### src/rtl/cpu_core_seq.sv
// Two-cycle fetch/execute sequencer for the 8-bit program store.
// Executes against a four-entry register file with a zero flag and stops on a self-jump.
module cpu_core_seq (
    input  logic       clk,
    input  logic       rst,
    input  logic       en,
    input  logic [7:0] instr,
    output logic [7:0] pc,
    output logic       zflag,
    output logic       halted,
    output logic       retired,
    input  logic [1:0] dbg_sel,
    output logic [7:0] dbg_data
);
    localparam int unsigned DW   = 8;
    localparam int unsigned NREG = 4;
    localparam int unsigned RW   = 2;

    localparam logic [3:0] OP_NOP  = 4'h0;
    localparam logic [3:0] OP_ADD  = 4'h1;
    localparam logic [3:0] OP_SUB  = 4'h2;
    localparam logic [3:0] OP_NOT  = 4'h3;
    localparam logic [3:0] OP_MOVR = 4'h4;
    localparam logic [3:0] OP_DEC  = 4'h5;
    localparam logic [3:0] OP_RSV  = 4'h6;
    localparam logic [3:0] OP_INC  = 4'h7;
    localparam logic [3:0] OP_MOVI = 4'h8;
    localparam logic [3:0] OP_CMP  = 4'h9;
    localparam logic [3:0] OP_JZ   = 4'hA;
    localparam logic [3:0] OP_JNZ  = 4'hB;

    typedef enum logic [1:0] {
        S_FETCH = 2'd0,
        S_EXEC  = 2'd1,
        S_HALT  = 2'd2
    } state_t;

    state_t          state, state_d;
    logic [DW-1:0]   ir, ir_d;
    logic [DW-1:0]   pc_d;
    logic            z_d, halted_d, retired_d;
    logic [DW-1:0]   regs   [NREG];
    logic [DW-1:0]   regs_d [NREG];

    logic [3:0]      opcode;
    logic [RW-1:0]   rd_idx, rs_idx;
    logic [DW-1:0]   rd_val, rs_val;
    logic [DW-1:0]   result;
    logic [DW-1:0]   target;
    logic            wr_en, set_z, take;

    assign opcode = ir[7:4];
    assign rd_idx = ir[3:2];
    assign rs_idx = ir[1:0];
    assign rd_val = regs[rd_idx];
    assign rs_val = regs[rs_idx];

    assign dbg_data = regs[dbg_sel];

    // Decode the latched instruction into a write value, flag update and branch decision.
    always_comb begin
        result = '0;
        wr_en  = 1'b0;
        set_z  = 1'b0;
        take   = 1'b0;
        target = pc + DW'(1);
        if (ir[7:6] == 2'b11) begin
            take   = 1'b1;
            target = {2'b00, ir[5:0]};
        end else begin
            case (opcode)
                OP_ADD:  begin result = rd_val + rs_val; wr_en = 1'b1; set_z = 1'b1; end
                OP_SUB:  begin result = rd_val - rs_val; wr_en = 1'b1; set_z = 1'b1; end
                OP_NOT:  begin result = ~rd_val;         wr_en = 1'b1; set_z = 1'b1; end
                OP_MOVR: begin result = rs_val;          wr_en = 1'b1; end
                OP_DEC:  begin result = rd_val - DW'(1); wr_en = 1'b1; set_z = 1'b1; end
                OP_INC:  begin result = rd_val + DW'(1); wr_en = 1'b1; set_z = 1'b1; end
                OP_MOVI: begin result = {6'b000000, rs_idx}; wr_en = 1'b1; end
                OP_JZ: begin
                    take   = zflag;
                    target = {4'b0000, ir[3:0]};
                end
                OP_JNZ: begin
                    take   = ~zflag;
                    target = {4'b0000, ir[3:0]};
                end
                OP_NOP, OP_RSV, OP_CMP: ;
                default: ;
            endcase
        end
    end

    // Next-state and commit logic; every register holds unless the sequencer advances.
    always_comb begin
        state_d   = state;
        ir_d      = ir;
        pc_d      = pc;
        z_d       = zflag;
        halted_d  = halted;
        retired_d = 1'b0;
        regs_d    = regs;
        if (en) begin
            case (state)
                S_FETCH: begin
                    ir_d    = instr;
                    state_d = S_EXEC;
                end
                S_EXEC: begin
                    retired_d = 1'b1;
                    if (wr_en) regs_d[rd_idx] = result;
                    if (set_z) z_d = (result == '0);
                    if (opcode == OP_CMP && ir[7:6] != 2'b11) z_d = (rd_val == rs_val);
                    pc_d = take ? target : pc + DW'(1);
                    if (take && target == pc) begin
                        halted_d = 1'b1;
                        state_d  = S_HALT;
                    end else begin
                        state_d  = S_FETCH;
                    end
                end
                S_HALT: ;
                default: state_d = S_FETCH;
            endcase
        end
    end

    // State and architectural registers with synchronous reset.
    always_ff @(posedge clk) begin
        if (rst) begin
            state   <= S_FETCH;
            ir      <= '0;
            pc      <= '0;
            zflag   <= 1'b0;
            halted  <= 1'b0;
            retired <= 1'b0;
            for (int i = 0; i < NREG; i++) regs[i] <= '0;
        end else begin
            state   <= state_d;
            ir      <= ir_d;
            pc      <= pc_d;
            zflag   <= z_d;
            halted  <= halted_d;
            retired <= retired_d;
            for (int i = 0; i < NREG; i++) regs[i] <= regs_d[i];
        end
    end
endmodule

### config.mk
export PLATFORM = sky130hd
export DESIGN_NAME = cpu_core_seq
export DESIGN_NICKNAME = d
export VERILOG_FILES = /design/src/rtl/cpu_core_seq.sv
export SDC_FILE = /design/constraint.sdc
export NUM_CORES = 1
export LEC_CHECK = 0
export ABC_AREA = 1
export CAP_MARGIN = 20
export CORE_ASPECT_RATIO = 0.7
export CORE_MARGIN = 5
export CORE_UTILIZATION = 38
export CTS_CLUSTER_SIZE = 14
export DETAILED_ROUTE_END_ITERATION = 16
export REMOVE_ABC_BUFFERS = 1
export SLEW_MARGIN = 25
export SYNTH_ARGS = -nofsm -noshare
export SYNTH_HDL_FRONTEND = slang
export SYNTH_SLANG_ARGS = --single-unit
### constraint.sdc
create_clock -name clk -period 8.6 [get_ports clk]
set_clock_uncertainty 0.2 [all_clocks]
set_input_delay 1.72 -clock clk [delete_from_list [all_inputs] [get_ports clk]]
set_output_delay 1.72 -clock clk [all_outputs]
set_load 0.01 [all_outputs]
==> datasheet_impl.txt, run 1 <==
Characteristics after synthesis and place and route

Parameter                              Value

Status
  Run status .................. finished clean

Power
  Reported combinational group power .................. between 0.15 and 0.2 mW
  Combinational power share .................. 27.8%
  P per Cell Area .................. 144 nW/um^2
  Net switching fraction of the power .................. about a third
  Peak supply drop .................. between 0.00007 and 0.00008 V

Layout
  Layout clock area frac .................. under 10%
  Flip-flop count of the largest register after layout .................. 32
  Relative area change from synthesis to final layout .................. 13.2%
  Multi-input logic portion of the cell area .................. a little under three fifths
  Dominant logic cell types in the final layout .................. 197 x sky130_fd_sc_hd__nand2_1, 81 x sky130_fd_sc_hd__inv_1, 68 x sky130_fd_sc_hd__a21oi_1

Synth
  Area fraction in compound gates .................. between 20% and 30%
  Count of distinct cell types in the synthesized netlist .................. 37
  Top logic cell family in the synthesized netlist .................. simple AND/OR/NAND/NOR gates
  Top cell area share .................. about a quarter
  Register bit count reported by yosys .................. 53
  Share of the yosys chip area belonging to registers .................. 25.6%
  Cell area leaders .................. sky130_fd_sc_hd__dfxtp_1 26%, sky130_fd_sc_hd__nand2_1 18%, sky130_fd_sc_hd__a21oi_1 8.2%, sky130_fd_sc_hd__inv_1 7.3%, sky130_fd_sc_hd__nand3_1 7.2%
  Most frequently used flop master after synthesis .................. sky130_fd_sc_hd__dfxtp_1
  XOR/XNOR Fraction of Synth Area .................. ~1.3%

Final timing
  Setup Total Neg Slack .................. 0 ps
  Final critical delay including setup and external delays .................. 6050 ps
  Count of pins over their slew limit .................. 0
  Worst-Margin Slew .................. ~930 ps
  Timing-limited maximum frequency .................. between 0.15 and 0.2 GHz
  Final period utilization .................. a little over two thirds

Detailed routing
  Routed wl met3 .................. approximately 1100 um

Hold path
  Hold Crit Class .................. reg2reg
  Endpoint of the worst hold-timing path .................. halted$_SDFFE_PP0P_

Worst setup path
  Worst-path cell chain .................. clkdlybuf4s50_1 -> clkinv_1 -> o21ai_0 -> a21oi_1 -> a21oi_1 -> clkdlybuf4s50_1
  CP Data Arrival Time .................. about 4100 ps
  Stages on the worst setup path .................. 6
  Kind of cell adding the most delay to the critical path .................. buffers and inverters
  Required time worst endpoint .................. ~6700 ps

Global routing
  Overall routing resource usage .................. 19.5%

Flow run
  Number of logged tool warnings .................. 25
  Max-cap check violation count .................. 0

Floorplanning
  Chip Width .................. between 100 and 150 um
  Area of the placeable core .................. approximately 11000 sq um

Clock tree
  Hold_buf cts .................. 0
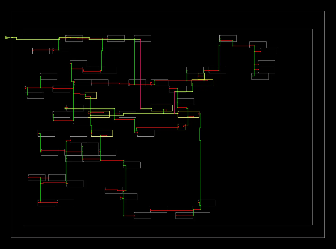
Fig. 1. The clock network (run 1).
power in the clock group: 0.217 mW
number of buffers added by the clock tree synthesis step: 5
Worst-Skew Late Latency: 290 ps
CTS sink count: 53
Seq cells: 53

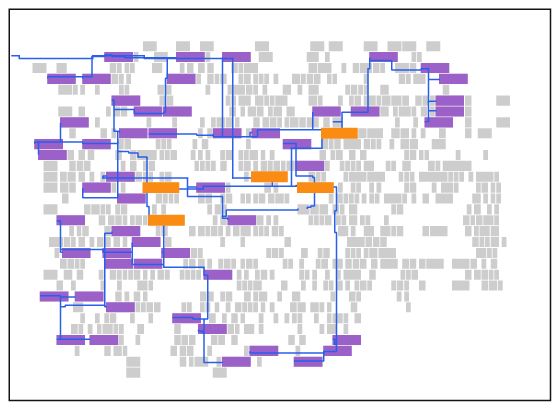
Fig. 2. Clock wires, drivers and flops (run 1).
Scale: 4 px per um.
- flip-flops: purple (count 53)
- clock wires: blue (length 802 um)
- clock drivers: orange (count 5)
- routed clock nets: 6
clock network fraction of design power: 32.2%

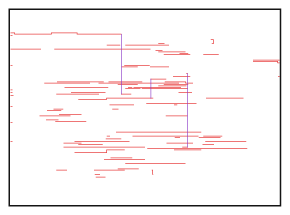
Fig. 3. Routed metal, one colour a layer (run 1).
Scale: 2 px per um. Two of the layers only.
- metal 4: purple (wire length 76.2 um)
- metal 3: red (wire length 1150 um)
mean routed wirelength per cell: 15.2 um
vias: 4588
total wire length: 13100 um

--- run 2 (diff from run 1) ---
==> constraint.sdc (replaced) <==
create_clock -name clk -period 5.61 [get_ports clk]
set_clock_uncertainty 0.2 [all_clocks]
set_input_delay 1.122 -clock clk [delete_from_list [all_inputs] [get_ports clk]]
set_output_delay 1.122 -clock clk [all_outputs]
set_load 0.01 [all_outputs]
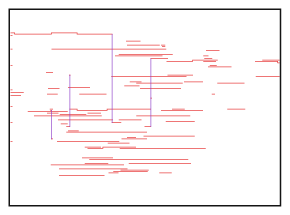
Fig. 4. Routed metal, one colour a layer (run 2).
Scale: 2 px per um. Two of the layers only.
- metal 4: purple (wire length 118 um)
- metal 3: red (wire length 1160 um)
overall routing resource usage: 20.2%
total wire length: 13200 um
vias: 4574
mean routed wirelength per cell: 15.3 um

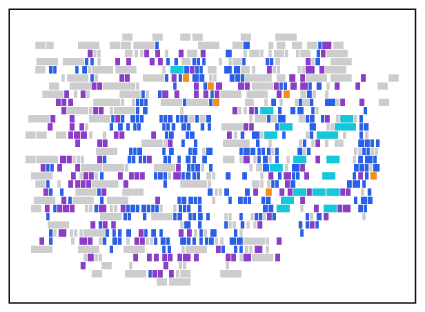
Fig. 5. Logic cells by family (run 2).
Scale: 3 px per um.
- and/or cells: orange (cells 6; most used or2_2)
- nand cells: blue (cells 281; most used nand2_1)
- aoi and oai cells: purple (cells 158; most used a21oi_1; where widely spread)
- fa/ha/maj cells: cyan (cells 17; most used ha_1)
Cell Count, Final, Fillers Out: 864
most frequent logic cell in the layout: sky130_fd_sc_hd__nand2_1
multi-input logic portion of the cell area: 55.7%

==> run 2 against run 1 <==
Synthesized cell count did not move. Total power rose by 60%. Sequential power up 53%. Combinational power is 53% higher. Worst hold slack worse by 4.6 ps. Critical path type unchanged. Highest routed layer unchanged.
==> datasheet_impl.txt, run 2 <==
Characteristics after synthesis and place and route

Parameter                              Value

Final timing
  Setup Total Neg Slack .................. 0 ps (unchanged)
  Worst-Margin Slew .................. 930 ps (-2.27 ps)
  Final period utilization .................. 86.0%

Status
  Run status .................. finished clean

Synth
  Top cell area share .................. 25.6% (unchanged)
  Count of distinct cell types in the synthesized netlist .................. 37 (unchanged)
  Top logic cell family in the synthesized netlist .................. simple AND/OR/NAND/NOR gates

Layout
  Layout clock area frac .................. 3.71% (+0.41 points)
  Seq cells .................. 53 (unchanged)

Power
  Clock network fraction of design power .................. 35.0% (+2.8 points)
  P per Cell Area .................. 229 nW/um^2 (+59%)

Worst setup path
  Stages on the worst setup path .................. 6 (unchanged)
  Required time worst endpoint .................. 4290 ps (-2390 ps)
  Worst-path cell chain .................. clkdlybuf4s50_1 -> clkinv_1 -> o21ai_0 -> a21oi_1 -> a21oi_1 -> clkdlybuf4s50_1
  CP Data Arrival Time .................. 3500 ps (-630 ps)

Hold path
  Endpoint of the worst hold-timing path .................. halted$_SDFFE_PP0P_

Flow run
  Number of logged tool warnings .................. 25 (unchanged)

Detailed routing
  Routed wl met3 .................. 1160 um (+1.7%)

Clock tree
  Hold_buf cts .................. 0 (unchanged)
  CTS sink count .................. 53 (unchanged)
  Number of buffers added by the clock tree synthesis step .................. 5 (unchanged)

Floorplanning
  Area of the placeable core .................. 10500 sq um (unchanged)
Power and IR drop assume default switching activity.
